===== src/rtl/ram_seq_scanner_pkg.sv =====
// ============================================================================
// Module  : ram_seq_scanner_pkg
// Purpose : Shared state encodings and default widths for ram_seq_scanner.
// Rev     : 1.0  initial release
// ============================================================================
`default_nettype none

package ram_seq_scanner_pkg;

    localparam int C_RAM_WIDTH = 8;
    localparam int C_ADDR_SIZE = 5;
    localparam int C_COUNT_W   = 16;

    typedef enum logic [2:0] {
        IDLE  = 3'd0,
        REQ   = 3'd1,
        WAIT  = 3'd2,
        SHIFT = 3'd3,
        FIN   = 3'd4
    } scan_state_t;

    typedef enum logic [1:0] {
        D0  = 2'd0,
        D1  = 2'd1,
        D2  = 2'd2,
        HIT = 2'd3
    } det_state_t;

endpackage

`default_nettype wire


===== src/rtl/seq001_bit_detector.sv =====
// ============================================================================
// Module  : seq001_bit_detector
// Purpose : Overlapping "001" detector; hit is a registered one-cycle pulse.
// Rev     : 1.0  initial release
// ============================================================================
`default_nettype none

module seq001_bit_detector
    import ram_seq_scanner_pkg::*;
(
    input  logic clk,
    input  logic rst_n,
    input  logic clr,
    input  logic bit_valid,
    input  logic bit_in,
    output logic hit,
    output logic hit_next
);

    det_state_t r_state;
    det_state_t w_next;

    always_comb begin
        w_next = r_state;
        if (bit_valid) begin
            case (r_state)
                D0:      w_next = bit_in ? D0  : D1;
                D1:      w_next = bit_in ? D0  : D2;
                D2:      w_next = bit_in ? HIT : D2;
                HIT:     w_next = bit_in ? D0  : D1;
                default: w_next = D0;
            endcase
        end
    end

    // Qualified by bit_valid so a HIT state parked between words never re-fires.
    assign hit_next = bit_valid && (w_next == HIT);

    always_ff @(posedge clk or negedge rst_n) begin
        if (!rst_n) begin
            r_state <= D0;
            hit     <= 1'b0;
        end else if (clr) begin
            r_state <= D0;
            hit     <= 1'b0;
        end else begin
            r_state <= w_next;
            hit     <= hit_next;
        end
    end

endmodule

`default_nettype wire


===== src/rtl/ram_seq_scanner.sv =====
// ============================================================================
// Module  : ram_seq_scanner
// Purpose : Sweeps a RAM address window, serialises each word MSB-first into
//           a "001" detector and reports matches. Option macro:
//           SCAN_STOP_ON_MATCH_EN (finish the scan on the first match).
// Rev     : 1.0  initial release
// ============================================================================
`default_nettype none

module ram_seq_scanner
    import ram_seq_scanner_pkg::*;
#(
    parameter int RAM_WIDTH = C_RAM_WIDTH,
    parameter int ADDR_SIZE = C_ADDR_SIZE,
    parameter int COUNT_W   = C_COUNT_W
) (
    input  logic                 clk,
    input  logic                 rst_n,
    input  logic                 start,
    input  logic [ADDR_SIZE-1:0] start_addr,
    input  logic [ADDR_SIZE-1:0] end_addr,
    output logic                 en_read,
    output logic [ADDR_SIZE-1:0] addr,
    input  logic [RAM_WIDTH-1:0] data_out,
    output logic                 busy,
    output logic                 done,
    output logic                 sequence_found,
    output logic [COUNT_W-1:0]   match_count,
    output logic [ADDR_SIZE-1:0] last_match_addr
);

    localparam int                 C_BCNT_W   = (RAM_WIDTH > 1) ? $clog2(RAM_WIDTH) : 1;
    localparam logic [C_BCNT_W-1:0] C_LAST_BIT = C_BCNT_W'(RAM_WIDTH - 1);

    scan_state_t          r_state;
    scan_state_t          w_next;
    logic [ADDR_SIZE-1:0] r_cur;
    logic [ADDR_SIZE-1:0] r_end;
    logic [ADDR_SIZE-1:0] r_addr;
    logic [RAM_WIDTH-1:0] r_shreg;
    logic [C_BCNT_W-1:0]  r_bitcnt;
    logic [COUNT_W-1:0]   r_count;
    logic [ADDR_SIZE-1:0] r_last;

    logic w_accept;
    logic w_last_bit;
    logic w_advance;
    logic w_det_hit;
    logic w_det_hit_next;

    assign w_accept   = (r_state == IDLE) && start;
    assign w_last_bit = (r_state == SHIFT) && (r_bitcnt == C_LAST_BIT);
    assign w_advance  = w_last_bit && (w_next == REQ);

    always_ff @(posedge clk or negedge rst_n) begin
        if (!rst_n) begin
            r_state <= IDLE;
        end else begin
            r_state <= w_next;
        end
    end

    always_comb begin
        w_next = r_state;
        case (r_state)
            IDLE:    if (start) w_next = REQ;
            REQ:     w_next = WAIT;
            WAIT:    w_next = SHIFT;
            SHIFT:   if (w_last_bit) w_next = (r_cur == r_end) ? FIN : REQ;
            FIN:     w_next = IDLE;
            default: w_next = IDLE;
        endcase
`ifdef SCAN_STOP_ON_MATCH_EN
        if (w_det_hit && (r_state inside {REQ, WAIT, SHIFT})) begin
            w_next = FIN;
        end
`endif
    end

    always_ff @(posedge clk or negedge rst_n) begin
        if (!rst_n) begin
            r_cur    <= '0;
            r_end    <= '0;
            r_addr   <= '0;
            r_shreg  <= '0;
            r_bitcnt <= '0;
            r_count  <= '0;
            r_last   <= '0;
        end else begin
            if (w_accept) begin
                r_cur   <= start_addr;
                r_end   <= end_addr;
                r_addr  <= start_addr;
                r_count <= '0;
                r_last  <= '0;
            end
            if (r_state == WAIT) begin
                r_shreg  <= data_out;
                r_bitcnt <= '0;
            end else if (r_state == SHIFT) begin
                r_shreg  <= r_shreg << 1;
                r_bitcnt <= r_bitcnt + 1'b1;
            end
            // Wraps naturally through the top of the address space.
            if (w_advance) begin
                r_cur  <= r_cur + 1'b1;
                r_addr <= r_cur + 1'b1;
            end
            // Recorded with the word that is still being shifted, before any advance.
            if (w_det_hit_next) begin
                if (r_count != '1) begin
                    r_count <= r_count + 1'b1;
                end
                r_last <= r_cur;
            end
        end
    end

    seq001_bit_detector u_det (
        .clk       (clk),
        .rst_n     (rst_n),
        .clr       (w_accept),
        .bit_valid (r_state == SHIFT),
        .bit_in    (r_shreg[RAM_WIDTH-1]),
        .hit       (w_det_hit),
        .hit_next  (w_det_hit_next)
    );

    assign en_read         = (r_state == REQ);
    assign addr            = r_addr;
    assign busy            = (r_state inside {REQ, WAIT, SHIFT});
    assign done            = (r_state == FIN);
    assign sequence_found  = w_det_hit;
    assign match_count     = r_count;
    assign last_match_addr = r_last;

endmodule

`default_nettype wire


===== config.mk =====
export PLATFORM = sky130hd
export DESIGN_NAME = ram_seq_scanner
export DESIGN_NICKNAME = d
export VERILOG_FILES = /design/src/rtl/ram_seq_scanner_pkg.sv /design/src/rtl/seq001_bit_detector.sv /design/src/rtl/ram_seq_scanner.sv
export SDC_FILE = /design/constraint.sdc
export NUM_CORES = 1
export LEC_CHECK = 0
export CORE_MARGIN = 5
export CORE_UTILIZATION = 40
export DETAILED_ROUTE_END_ITERATION = 16
export GPL_TIMING_DRIVEN = 0
export HOLD_SLACK_MARGIN = 0.02
export SYNTH_ARGS = -nofsm -noshare
export SYNTH_HDL_FRONTEND = slang
export SYNTH_SLANG_ARGS = --single-unit

===== constraint.sdc =====
create_clock -name clk -period 3 [get_ports clk]
set_input_delay 0.6 -clock clk [delete_from_list [all_inputs] [get_ports clk]]
set_output_delay 0.6 -clock clk [all_outputs]
set_load 0.01 [all_outputs]

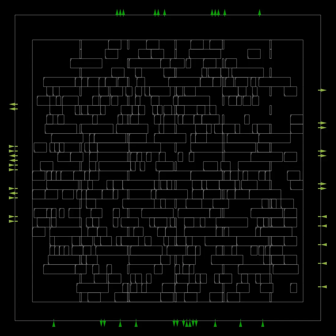
**Above:** run 1 (placed standard cells).
Finished Layout Cells: 395
# fillers: 559
Core ar.: 5990 µm²
final cell utilization of the core: 0.532
sequential cell area share: 0.377

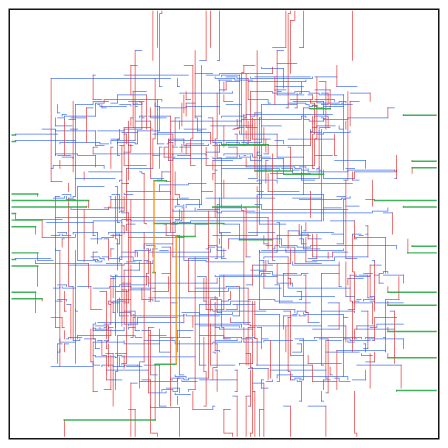
**Above:** run 1 (routed metal, one color a layer).
layer	color	wire length
met3	green	259 µm
met4	orange	45.6 µm
met2	red	2640 µm
met1	blue	2750 µm
wire per inst: 14.4 µm
Total Routed Length: 5.70 mm
via count: 2039

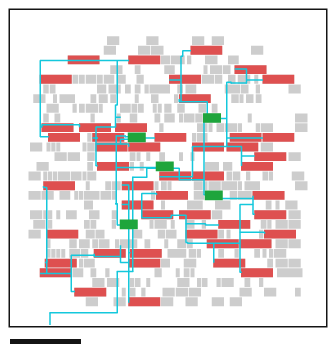
**Above:** run 1 (clock network drawn from the DEF).
The bar under the picture is 20 µm long.
[clock wires] cyan | length: 616 µm
[flip-flops] red | count: 48
[cells driving clock nets] green | count: 5
routed clock nets	6

==> run summary, run 1 <==
run metrics: pin count of the biggest net entering global routing=28, number of global-route vias before repair=1999, max cap viols=0, Multiplexer share=0.0488, P_sw=between 1000 and 1500 µW, Main logic family=simple AND/OR/NAND/NOR gates, Comb pwr share=0.462, crit-path max cell delay=0.56 ns, R2R Path End=r_end[2]$_DFFE_PN0P_, WP depth=4, status=finished clean, R2R Setup Slk=0.75 ns, Most common reg cell=dfrtp_1, clock transition at the registers of the reported paths=0.08 ns, Critical Path Start=r_state[0]$_DFF_PN0_, Unique masters post-synth=approximately 51, final hold violation count=0, Max FO, Critical Path=10, Clk network pwr share=0.137, multi-input logic area=between 1000 and 1500 µm², post-synthesis cell count=around 260
==> run 1: synth_stat cells, drive strengths merged, types with 4 or more instances <==
cell    instances  area, µm²
nand3           9       45.0
ha              6       75.1
nand4           6       43.8
o21ai          23        126
inv             8       30.0
a21oi           5       28.8
clkbuf          7       26.3
dfrtp          48       1200
nor3            7       35.0
mux2i          11        110
and3            4       25.0
xor2            6       52.6
nor2           10       37.5
and4            4       35.0
buf             6       40.0
nand2          55        206
==> run 1: metal layers <==
metal	GRT usage	wire length (µm)	vias up
met3	0.0270	258	5
met4	0.0495	45	0
met2	0.244	2640	46
li1	-	-	1045
met5	0	0	-
met1	0.205	2750	943
==> run 1: power by group through the flow <==
stage / Combinational, µW / Clock, µW / Sequential, µW
global placement: 1310 / 0 / 1150
CTS: 1340 / 411 / 1150
finish: 1320 / 393 / 1150
floorplan: 802 / 0 / 1160
global route: 1490 / 426 / 1190
detailed placement: 1330 / 0 / 1160
==> run 1: kinds of logic (layout without fill, tap and decap cells) <==
kind of cell | after synthesis | count (layout)
simple gates | 112 | 112
xor+xnor | 8 | 8
buf+inv | 21 | 80
mux | 12 | 12
flops | 48 | 48
compound gates | 54 | 54
fa+ha+maj | 6 | 6
==> run 1: final cells by class <==
class | count | share of cell area
flip-flops and latches | 48 | 0.377
multi-input cells | 192 | 0.373
repair buffers | 51 | 0.162
well taps | 75 | 0.0295
clock buffers | 8 | 0.0283
plain buffers | 13 | 0.0208
inverters | 8 | 0.00943
==> run 1: flip-flops by register name, summed over array words and instances, names as in the netlist <==
register	cells
addr	5
last_match_addr	5
match_count	16
r_bitcnt	3
r_end	5
r_shreg	8
r_state	3
u_det.hit	1
u_det.r_state	2
==> run 1 -> run 2 <==
==> constraint.sdc (replaced) <==
create_clock -name clk -period 3 [get_ports clk]
set_input_delay 0.3 -clock clk [delete_from_list [all_inputs] [get_ports clk]]
set_output_delay 0.3 -clock clk [all_outputs]
set_load 0.01 [all_outputs]
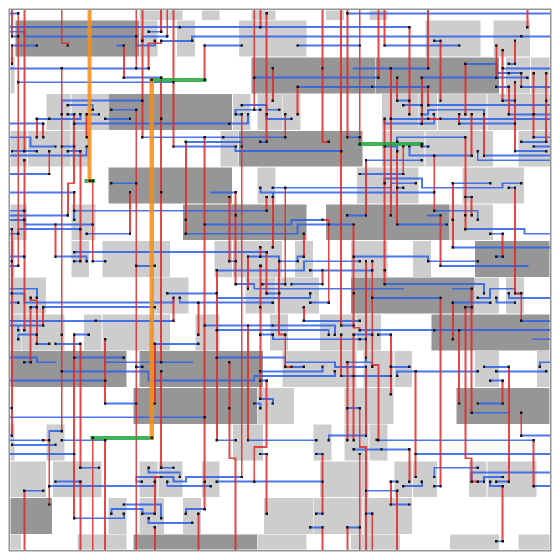
**Above:** run 2 (a small window of the routed layout).
Window x 24 to 64, y 7 to 47 µm. Cells in gray, sequential cells in the stronger gray; small squares are vias.
layer	color
met4	orange
met3	green
met1	blue
met2	red
cells with their middle in the window	90
most frequent	dfrtp_1 (15), nand2_1 (14), clkdlybuf4s50_1 (7)
netlist names of flops here include	addr (3), last_match_addr (3), r_bitcnt (3)
sequential cells in the window	15

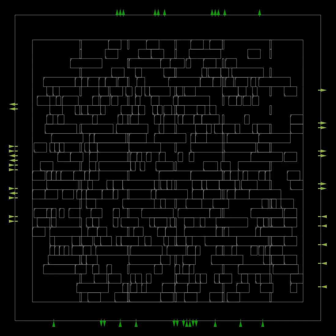
**Above:** run 2 (placed standard cells).
Std-Cell Rows: 28
Finished Layout Cells: 396
# fillers: 558
final cell utilization of the core: 0.533
# Taps: 75

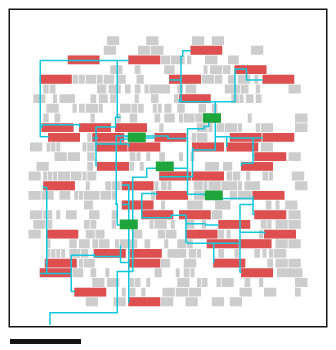
**Above:** run 2 (clock network drawn from the DEF).
The bar under the picture is 20 µm long.
[flip-flops] red | count: 48
[cells driving clock nets] green | count: 5
[clock wires] cyan | length: 620 µm
routed clock nets	6

==> run 2 against run 1 <==
Effect of this change: first-iteration DRC count up 17%; critical path type unchanged; setup slack better by 0.30 ns; clock skew barely moved; critical path depth unchanged.
==> run summary, run 2 <==
run metrics: Combinational Gates=192 (unchanged), number of global-route vias before repair=1999 (unchanged), Layout clock buffers=8 (unchanged), Most common reg cell=dfrtp_1, CP arrival=2.14 ns, Dominant cell area share=0.483 (unchanged), multi-input combinational area share=0.372 (-0.00117), Unique masters post-synth=51 (unchanged), biggest area cells=dfrtp_1 48%, nand2_1 8.3%, mux2i_1 4.4%, via count=2054 (+0.74%), Flops=48 (unchanged), met1 usage=0.205 (unchanged), Synth area leader=dfrtp_1, global-route wire length before repair=approximately 9.3 mm, Total Routed Length=5.71 mm (+0.14%), Biggest Area Class=sequential cells, crit-path max cell delay=0.56 ns (about the same), met2 GRT Util=0.244 (unchanged), root buffer cell=clkbuf_8, post-synthesis cell count=261 (unchanged), max cap viols=0 (unchanged), synth cell count leaders=55 x nand2_1, 48 x dfrtp_1, 21 x o21ai_0, 11 x mux2i_1, 10 x nor2_1, clock transition at the registers of the reported paths=0.08 ns (about the same), status=finished clean, Top Layout Cells=55 x nand2_1, 49 x clkdlybuf4s50_1, 48 x dfrtp_1, 21 x o21ai_0, 11 x mux2i_1, GR Layer Usage met3=0.0270 (unchanged), floorplan core density=0.415, pin count of the biggest net entering global routing=28 (unchanged), multi-input logic area=1190 µm² (unchanged), Layout non-clock buf frac=0.185 (+0.00256), nonclk inv count=8 (unchanged), final hold violation count=0 (unchanged), Core ar.=5990 µm² (unchanged), Non-CTS buffers=65 (+1.6%)
[run 2: cell counts after synthesis]
Identical to the previous run, type by type.
[run 2: metal layers]
layer	up-vias	share of wire
met5	-	0
met4	0	0.0079
met3	4	0.044
met2	43	0.47
met1	963	0.48
li1	1044	-
[run 2: metrics by stage]
stage / utilization / hold slack [ns] / cells
global placement: 0.514 / 0.463 / 386
floorplan: - / 0.00441 / 261
CTS: 0.533 / 0.493 / 396
detailed placement: 0.517 / 0.312 / 387
global route: 0.533 / 0.522 / 396
finish: 0.533 / 0.488 / 396
[run 2: worst paths after layout]
path / start / to / slack [ns] / cells after the start
worst max register to register: r_state[2]$_DFF_PN0_ / r_end[2]$_DFFE_PN0P_ / 0.76 / 5
worst max-delay path: r_state[0]$_DFF_PN0_ / en_read / 0.56 / 4
max in group asynchronous: rst_n / match_count[9]$_DFF_PN0_ / 1.97 / 3
worst min register to register: r_shreg[2]$_DFFE_PN0P_ / r_shreg[2]$_DFFE_PN0P_ / 0.49 / 2
min in group asynchronous: rst_n / r_shreg[2]$_DFFE_PN0P_ / 0.51 / 2
worst min-delay path: r_shreg[2]$_DFFE_PN0P_ / r_shreg[2]$_DFFE_PN0P_ / 0.49 / 2
[run 2: cell families after synthesis]
group	synth area share
flops	0.483
simple gates	0.224
fa+ha+maj	0.0302
xor+xnor	0.0282
compound gates	0.146
buf+inv	0.0388
mux	0.0488
[run 2: repair_timing]
action | in CTS | in global routing
setup endpoints to repair | 0 | 0
hold endpoints to repair | 21 | 0
hold buffers | 1 | 0
[run 2: tightest hold or removal path, delay by kind of cell, from the launching register on]
kind            cells  cell delay [ns]
simple gates        1             0.05
flops               1             0.35
compound gates      1             0.06
[run 2: report_power, final]
part	internal (µW)	switching [µW]
Clock	188	205
Combinational	665	657
Sequential	902	244
Power and IR drop assume default switching activity.
